`config.mk`:
```
export PLATFORM = sky130hd
export DESIGN_NAME = pipeline_hazard_controller
export DESIGN_NICKNAME = d
export VERILOG_FILES = /design/src/rtl/pipeline_hazard_controller_pkg.sv /design/src/rtl/pipeline_hazard_controller_hazard_detect.sv /design/src/rtl/pipeline_hazard_controller.sv
export SDC_FILE = /design/constraint.sdc
export NUM_CORES = 1
export LEC_CHECK = 0
export ABC_AREA = 0
export CAP_MARGIN = 40
export CORE_MARGIN = 3
export CORE_UTILIZATION = 25
export CTS_CLUSTER_DIAMETER = 40
export DETAILED_ROUTE_END_ITERATION = 10
export PLACE_DENSITY = 0.54
export RECOVER_POWER = 100
export SYNTH_ARGS = -nofsm -noshare
export SYNTH_HDL_FRONTEND = slang
export SYNTH_SLANG_ARGS = --single-unit
```
`constraint.sdc`:
```
create_clock -name clk -period 2.4 [get_ports clk]
set_clock_uncertainty 0.05 [all_clocks]
set_input_delay 0.48 -clock clk [delete_from_list [all_inputs] [get_ports clk]]
set_output_delay 0.48 -clock clk [all_outputs]
set_load 0.02 [all_outputs]
```
`src/rtl/pipeline_hazard_controller_pkg.sv`:
```
// Shared encodings and output bundles for the pipeline hazard controller.
// Pulled into the top and the hazard_detect comparator with a package import.
package pipeline_hazard_controller_pkg;

   localparam int REG_ADDR_W = 5;

   localparam logic [1:0] CTRL_INIT     = 2'd0;
   localparam logic [1:0] CTRL_RUN      = 2'd1;
   localparam logic [1:0] CTRL_MEM_WAIT = 2'd2;

   typedef struct packed {
      logic pc_write;
      logic pc_src;
      logic if_id_write;
      logic if_id_flush;
      logic id_ex_flush;
      logic ex_mem_flush;
      logic back_write;
   } ctrl_out_t;

   // Back stages keep clocking during INIT so the flushed zeros propagate to the end.
   function automatic ctrl_out_t init_outputs();
      ctrl_out_t o;
      o.pc_write     = 1'b0;
      o.pc_src       = 1'b0;
      o.if_id_write  = 1'b0;
      o.if_id_flush  = 1'b1;
      o.id_ex_flush  = 1'b1;
      o.ex_mem_flush = 1'b1;
      o.back_write   = 1'b1;
      return o;
   endfunction

   function automatic ctrl_out_t freeze_outputs();
      ctrl_out_t o;
      o = '0;
      return o;
   endfunction

   // Branch outranks load-use: the stalled instruction is squashed anyway.
   function automatic ctrl_out_t decode_run(input logic branch_taken, input logic load_use);
      ctrl_out_t o;
      o.pc_write     = 1'b1;
      o.pc_src       = 1'b0;
      o.if_id_write  = 1'b1;
      o.if_id_flush  = 1'b0;
      o.id_ex_flush  = 1'b0;
      o.ex_mem_flush = 1'b0;
      o.back_write   = 1'b1;
      if (branch_taken) begin
         o.pc_src       = 1'b1;
         o.if_id_flush  = 1'b1;
         o.id_ex_flush  = 1'b1;
         o.ex_mem_flush = 1'b1;
      end else if (load_use) begin
         o.pc_write    = 1'b0;
         o.if_id_write = 1'b0;
         o.id_ex_flush = 1'b1;
      end
      return o;
   endfunction

endpackage

```
`src/rtl/pipeline_hazard_controller_hazard_detect.sv`:
```
// Combinational load-use comparator: a load in EX whose destination feeds the ID instruction.
// Register 0 is hard-wired, so a load targeting it never creates a dependency.
module hazard_detect
   import pipeline_hazard_controller_pkg::*;
(
   input  logic [REG_ADDR_W-1:0] id_rs_addr,
   input  logic [REG_ADDR_W-1:0] id_rt_addr,
   input  logic                  id_uses_rt,
   input  logic                  ex_mem_read,
   input  logic [REG_ADDR_W-1:0] ex_write_reg_addr,
   output logic                  load_use
);

   logic rs_match;
   logic rt_match;

   always_comb begin
      rs_match = (ex_write_reg_addr == id_rs_addr);
      rt_match = id_uses_rt && (ex_write_reg_addr == id_rt_addr);
      load_use = ex_mem_read && (ex_write_reg_addr != '0) && (rs_match || rt_match);
   end

endmodule

```
`src/rtl/pipeline_hazard_controller.sv`:
```
// Stall/flush sequencer for the five-stage pipeline, including post-reset pipeline clearing.
// Define PIPE_PERF_COUNTERS_EN to add the saturating stall_count/flush_count ports.
module pipeline_hazard_controller
   import pipeline_hazard_controller_pkg::*;
#(
   parameter int INIT_CYCLES = 4,
   parameter int MEM_TIMEOUT = 255
) (
   input  logic                  clk,
   input  logic                  reset,
   input  logic [REG_ADDR_W-1:0] id_rs_addr,
   input  logic [REG_ADDR_W-1:0] id_rt_addr,
   input  logic                  id_uses_rt,
   input  logic                  ex_mem_read,
   input  logic [REG_ADDR_W-1:0] ex_write_reg_addr,
   input  logic                  mem_branch,
   input  logic                  mem_alu_zero,
   input  logic                  mem_req,
   input  logic                  mem_ready,
   output logic                  pc_write,
   output logic                  pc_src,
   output logic                  if_id_write,
   output logic                  if_id_flush,
   output logic                  id_ex_flush,
   output logic                  ex_mem_flush,
   output logic                  back_write,
   output logic [1:0]            ctrl_state,
   output logic                  mem_timeout
`ifdef PIPE_PERF_COUNTERS_EN
   ,
   output logic [31:0]           stall_count,
   output logic [31:0]           flush_count
`endif
);

   localparam int              INIT_W      = (INIT_CYCLES > 1) ? $clog2(INIT_CYCLES) : 1;
   localparam logic [INIT_W-1:0] INIT_LAST = INIT_W'(INIT_CYCLES - 1);
   localparam logic [7:0]      TIMEOUT_LIM = 8'(MEM_TIMEOUT);

   logic [1:0]        state_q, state_d;
   logic [INIT_W-1:0] init_cnt_q, init_cnt_d;
   logic [7:0]        wait_cnt_q, wait_cnt_d;
   logic              mem_timeout_q, mem_timeout_d;
   logic              load_use;
   logic              branch_taken;
   logic              mem_hold;
   logic              active;
   ctrl_out_t         outs;

   hazard_detect u_hazard_detect (
      .id_rs_addr        (id_rs_addr),
      .id_rt_addr        (id_rt_addr),
      .id_uses_rt        (id_uses_rt),
      .ex_mem_read       (ex_mem_read),
      .ex_write_reg_addr (ex_write_reg_addr),
      .load_use          (load_use)
   );

   always_comb begin
      state_d       = state_q;
      init_cnt_d    = init_cnt_q;
      wait_cnt_d    = wait_cnt_q;
      mem_hold      = 1'b0;
      branch_taken  = mem_branch && mem_alu_zero;
      outs          = decode_run(branch_taken, load_use);
      active        = (state_q == CTRL_RUN) || (state_q == CTRL_MEM_WAIT);

      case (state_q)
         CTRL_INIT: begin
            outs = init_outputs();
            if (init_cnt_q == INIT_LAST) begin
               state_d = CTRL_RUN;
            end else begin
               init_cnt_d = init_cnt_q + INIT_W'(1);
            end
         end
         CTRL_RUN: begin
            if (mem_req && !mem_ready) begin
               outs       = freeze_outputs();
               mem_hold   = 1'b1;
               state_d    = CTRL_MEM_WAIT;
               wait_cnt_d = 8'd1;
            end
         end
         CTRL_MEM_WAIT: begin
            // Hazards seen while waiting are only acted on in the ready cycle.
            if (!mem_ready) begin
               outs     = freeze_outputs();
               mem_hold = 1'b1;
               if (wait_cnt_q != 8'hFF) begin
                  wait_cnt_d = wait_cnt_q + 8'd1;
               end
            end else begin
               state_d = CTRL_RUN;
            end
         end
         default: begin
            outs       = init_outputs();
            state_d    = CTRL_INIT;
            init_cnt_d = '0;
         end
      endcase

      mem_timeout_d = mem_timeout_q || (mem_hold && (wait_cnt_d >= TIMEOUT_LIM));
   end

   always_ff @(posedge clk) begin
      if (reset) begin
         state_q       <= CTRL_INIT;
         init_cnt_q    <= '0;
         wait_cnt_q    <= '0;
         mem_timeout_q <= 1'b0;
      end else begin
         state_q       <= state_d;
         init_cnt_q    <= init_cnt_d;
         wait_cnt_q    <= wait_cnt_d;
         mem_timeout_q <= mem_timeout_d;
      end
   end

`ifdef PIPE_PERF_COUNTERS_EN
   logic [31:0] stall_count_q, stall_count_d;
   logic [31:0] flush_count_q, flush_count_d;

   always_comb begin
      stall_count_d = stall_count_q;
      flush_count_d = flush_count_q;
      if (active && !outs.pc_write && (stall_count_q != 32'hFFFF_FFFF)) begin
         stall_count_d = stall_count_q + 32'd1;
      end
      if (active && outs.pc_src && (flush_count_q != 32'hFFFF_FFFF)) begin
         flush_count_d = flush_count_q + 32'd1;
      end
   end

   always_ff @(posedge clk) begin
      if (reset) begin
         stall_count_q <= '0;
         flush_count_q <= '0;
      end else begin
         stall_count_q <= stall_count_d;
         flush_count_q <= flush_count_d;
      end
   end

   assign stall_count = stall_count_q;
   assign flush_count = flush_count_q;
`else
   logic unused_active;
   assign unused_active = active;
`endif

   assign pc_write     = outs.pc_write;
   assign pc_src       = outs.pc_src;
   assign if_id_write  = outs.if_id_write;
   assign if_id_flush  = outs.if_id_flush;
   assign id_ex_flush  = outs.id_ex_flush;
   assign ex_mem_flush = outs.ex_mem_flush;
   assign back_write   = outs.back_write;
   assign ctrl_state   = state_q;
   assign mem_timeout  = mem_timeout_q;

endmodule
```
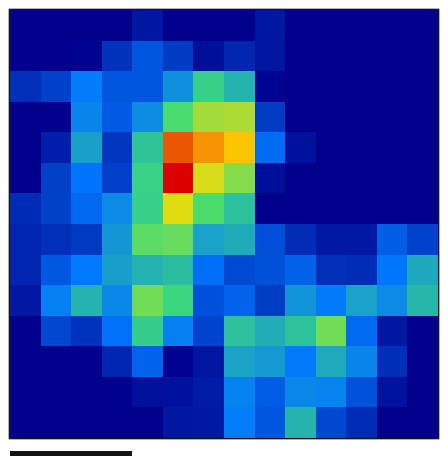
*Signal metal coverage by tile, run 1*
The bar under the picture is 20 um long. 14 x 14 tiles, from dark blue (low) to red (high), scaled to the fullest tile. Values are wire area over tile area, all layers added.
tiles over half the peak = 7.7%
emptiest ninth of the die = top right
mean over tiles = 0.097
nearly empty tiles = 35%
fullest tile = 0.56
densest ninth of the die = middle

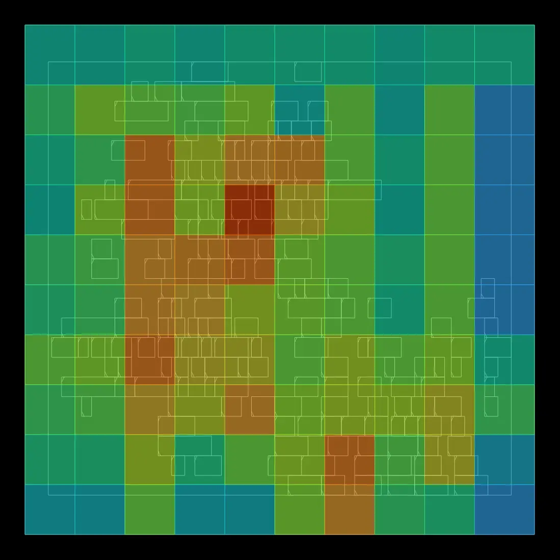
*Routing congestion map, run 1*
M1 GR Usage: 16.47%
M3 GR Usage: 1.871%
GRT Overall Usage: 12.82%
met2 Use GR: 20.37%

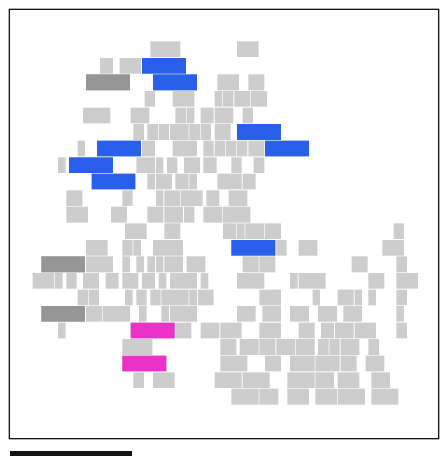
*Register map, names as in the netlist, run 1*
The bar under the picture is 20 um long.
blue -> wait_cnt_q  # flops 8
magenta -> ctrl_state  # flops 2
not coloured = 3

==> flow_summary.ini, run 1 <==
; yosys + openroad results
[synthesis]
edf_count = 0
synth.avg_cell_area_sq_um = 7.908
topCombFamilyByArea = simple AND/OR/NAND/NOR gates
synth_chip_area_sq_mm = 0.001036
ys.flop_type = dfxtp_1
ys_seq_share_pct = 25.12
top_cells_by_area = dfxtp_1, a21oi_1, ha_1
top_cell = a21oi_1

[global_route]
antenna_found_initial = 0
grt_pass1_wl_um = 5112
grt_max_degree = 13

[floorplan]
chipWidth_um = 70.38
dieArea_sq_mm = 0.004953
core_sq_mm = 0.003826

[power]
swShare_pct = 39.65
seq_cell_power_w = 0.000258
internal-power_w = 0.0006442
leakage_nw = 0.6654

[detailed_routing]
ant_nets = 0
drc = 0
first_iter_violations = 33
routed.top_layer = met4

[worst_setup_path]
crit_path_end = pc_write
regToRegSetupSlack_ns = 0.22
cp-end-kind = output port

[cells_and_area]
fin_util_pct = 41.04
area_delta_synth_final_pct = 51.57
top_register = wait_cnt_q
n_antenna_cell = 0
register_area_sq_um = 260.3

[worst_hold_path]
holdPathEnd = mem_timeout$_SDFF_PP0_

[outcome]
outcome = finished clean

[job]
maxCapViolations = 0

[clock_tree]
htreeDepth = 1
cts_max_path_buffers = 2
clk_pin_slew_worst_paths_ns = 0.05
postCtsSetupBuffers = 0

[timing]
setup_ws_ns = 0.06591
setup_tns_ns = 0
fmax_ghz = 0.4284

[place]
dp.cells = 223
portBuffers = 32
==> inputs of run 2 (changes only) <==
Settings changed: CELL_PAD_IN_SITES_DETAIL_PLACEMENT set to 1, CELL_PAD_IN_SITES_GLOBAL_PLACEMENT set to 2, CORE_UTILIZATION 25 to 23, PLACE_DENSITY 0.54 to 0.81.
Clock period 2.4 ns to 1.9 ns, I/O delays scaled along.
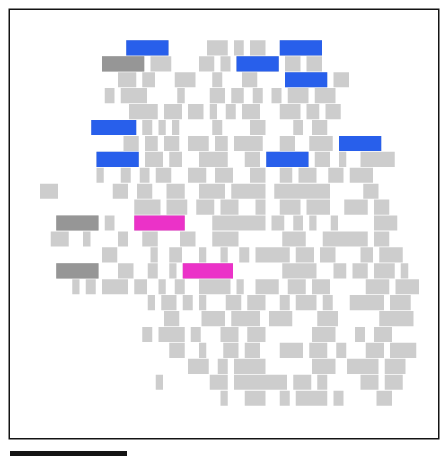
*Register map, names as in the netlist, run 2*
The bar under the picture is 20 um long.
magenta -> ctrl_state  # flops 2
blue -> wait_cnt_q  # flops 8
not coloured = 3

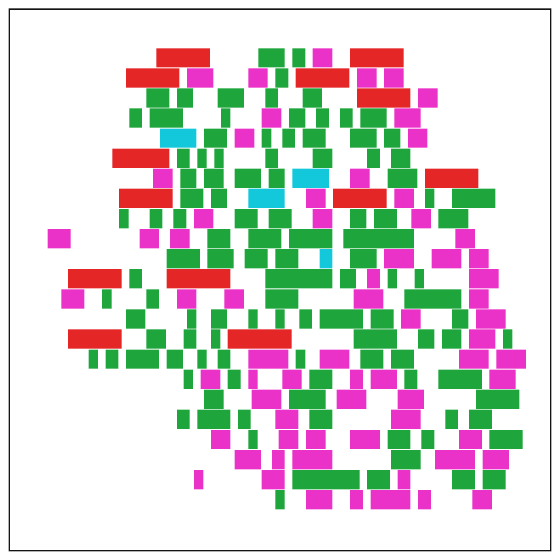
*Placed cells, one colour a class, run 2*
magenta -> remaining buffers and delay cells  # cells 67, share of their area 32%
cyan -> clock drivers and dummy loads  # cells 4, share of their area 2.6%
green -> combinational and other logic  # cells 112, share of their area 50%
red -> sequential cells  # cells 13, share of their area 15%

==> run 2 against run 1 <==
The run now ends with negative setup slack left. Core utilization grew 3.7 points. Flip-flop count is the same. Setup slack lost 0.16 ns. Final cell count grew 7.9%. Area after synthesis is the same. Synthesized cell count is the same. Largest cell class unchanged. First-iteration DRC count grew 48%. Total power grew 54%. Sequential power grew 31%.
==> flow_summary.ini, run 2 <==
; yosys + openroad results
[outcome]
outcome = finished, violations left
violations = negative setup slack

[clock_tree]
postCtsSetupBuffers = 3
htreeDepth = 1
clk_pin_slew_worst_paths_ns = 0.06
cts_max_path_buffers = 2

[detailed_routing]
drc = 0
ant_nets = 0
first_iter_violations = 49
routed.top_layer = met4

[worst_hold_path]
holdPathEnd = mem_timeout$_SDFF_PP0_
hold_path_depth = 2

[cells_and_area]
comb_area_sq_um = 887.1
final_layout_top_logic_cells = buf_4, a21oi_1, buf_6
n_antenna_cell = 0
top_register = wait_cnt_q
area_delta_synth_final_pct = 80.31
register_area_sq_um = 269.0

[worst_setup_path]
start_kind = input pin
regToRegSetupSlack_ns = -0.08
cp-end-kind = output port
crit_path_end = id_ex_flush

[power]
leakage_nw = 0.7319
seq_cell_power_w = 0.000337
swShare_pct = 41.13
power_top_consumer = combinational logic
internal-power_w = 0.0009659

[timing]
setup_tns_ns = -0.3112
finalSetupViolations = 5
fmax_ghz = 0.5017
setup_ws_ns = -0.09317

[synthesis]
edf_count = 0
synth_chip_area_sq_mm = 0.001036
ys_seq_share_pct = 25.12
top_cell = a21oi_1
synth.avg_cell_area_sq_um = 7.908
ys.flop_type = dfxtp_1

[global_route]
grt_use_met3_pct = 2.755
met1_usage_pct = 18.18
grt_max_degree = 13
busiest_layer = met2
antenna_found_initial = 0
grt_use_total_pct = 15.27

[job]
maxCapViolations = 0

[place]
dp.cells = 236
portBuffers = 32

[floorplan]
core_sq_mm = 0.004173
chipWidth_um = 73.12
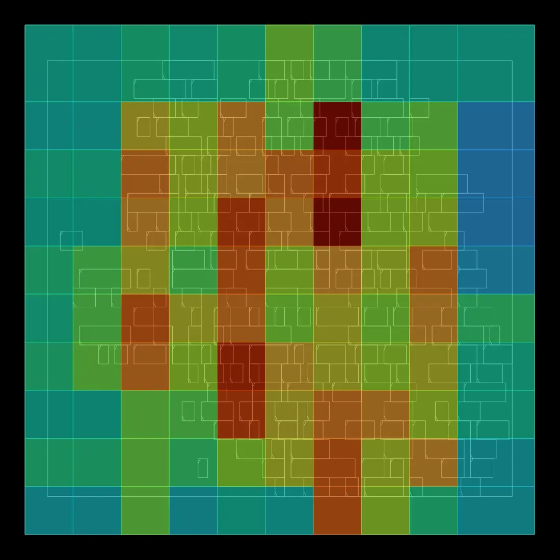
*Routing congestion map, run 2*
met2 Use GR: 27.71%
Final Core Density: 44.77%

==> inputs of run 3 (changes only) <==
Settings changed: CORE_UTILIZATION 23 to 25, DONT_BUFFER_PORTS set to 1, PLACE_DENSITY 0.81 to 0.68.
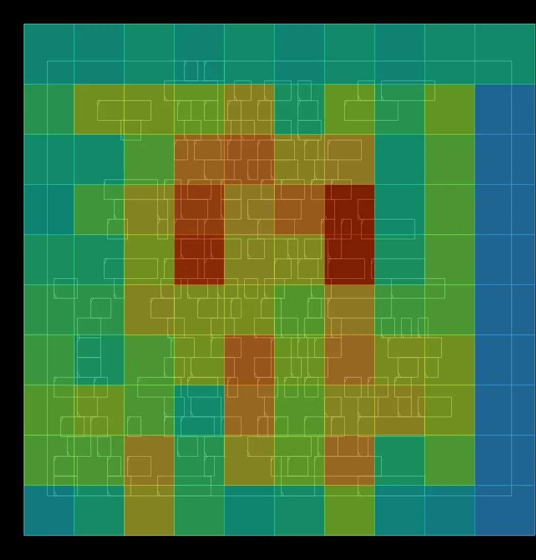
*Routing congestion map, run 3*
M3 GR Usage: 4.173%
M1 GR Usage: 15.34%
GRT Overall Usage: 13.77%

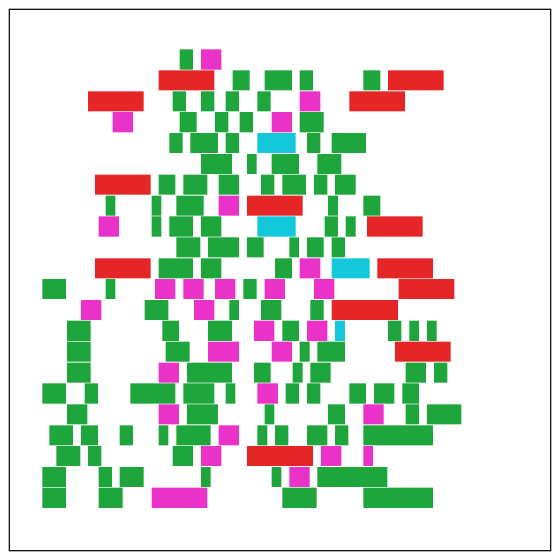
*Placed cells, one colour a class, run 3*
final instance area: 0.001424 sq mm
Placeable Area: 0.003826 sq mm

==> run 3 against run 2 <==
The flow now finishes without violations. Core utilization down 7.6 points. Clock power down 2%. Maximum frequency up 7.4%. Register-to-register slack better by 0.18 ns. Sequential power about the same. Via count down 14%. Count of clock-buffer cells in the layout up 1. Critical endpoint is now pc_write. Largest cell class unchanged. Largest power group unchanged.
==> flow_summary.ini, run 3 <==
; yosys + openroad results
[place]
dp.cells = 194
portBuffers = 0

[synthesis]
edf_count = 0
ys_seq_share_pct = 25.12
synth_chip_area_sq_mm = 0.001036

[outcome]
outcome = finished clean

[cells_and_area]
register_area_sq_um = 267.8
comb_area_sq_um = 804.5
area_delta_synth_final_pct = 37.44

[global_route]
met2_usage_pct = 25.16
antenna_found_initial = 0
busiest_layer = met2
grt_max_degree = 14

[power]
internal-power_w = 0.0008333
swShare_pct = 41.18
seq_cell_power_w = 0.000336
power_top_consumer = combinational logic
leakage_nw = 0.5336

[floorplan]
chipWidth_um = 70.38

[clock_tree]
postCtsSetupBuffers = 4
htreeDepth = 1
cts_max_path_buffers = 2
clk_pin_slew_worst_paths_ns = 0.05

[worst_setup_path]
regToRegSetupSlack_ns = 0.10
cp-end-kind = output port

[detailed_routing]
ant_nets = 0
first_iter_violations = 27
drc = 0
routed.top_layer = met4

[job]
maxCapViolations = 0

[timing]
setup_ws_ns = 0.04460
setup_tns_ns = 0

[worst_hold_path]
holdPathEnd = ctrl_state[1]$_SDFFE_PP0P_
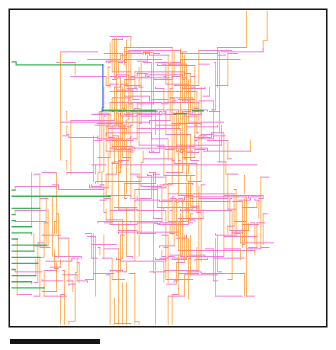
*Signal wires by layer, run 3*
The bar under the picture is 20 um long.
green -> metal 3  # wire length 120 um
magenta -> metal 1  # wire length 1430 um
blue -> metal 4  # wire length 10.2 um
orange -> metal 2  # wire length 1780 um

Power is estimated from default activity; no workload was simulated.
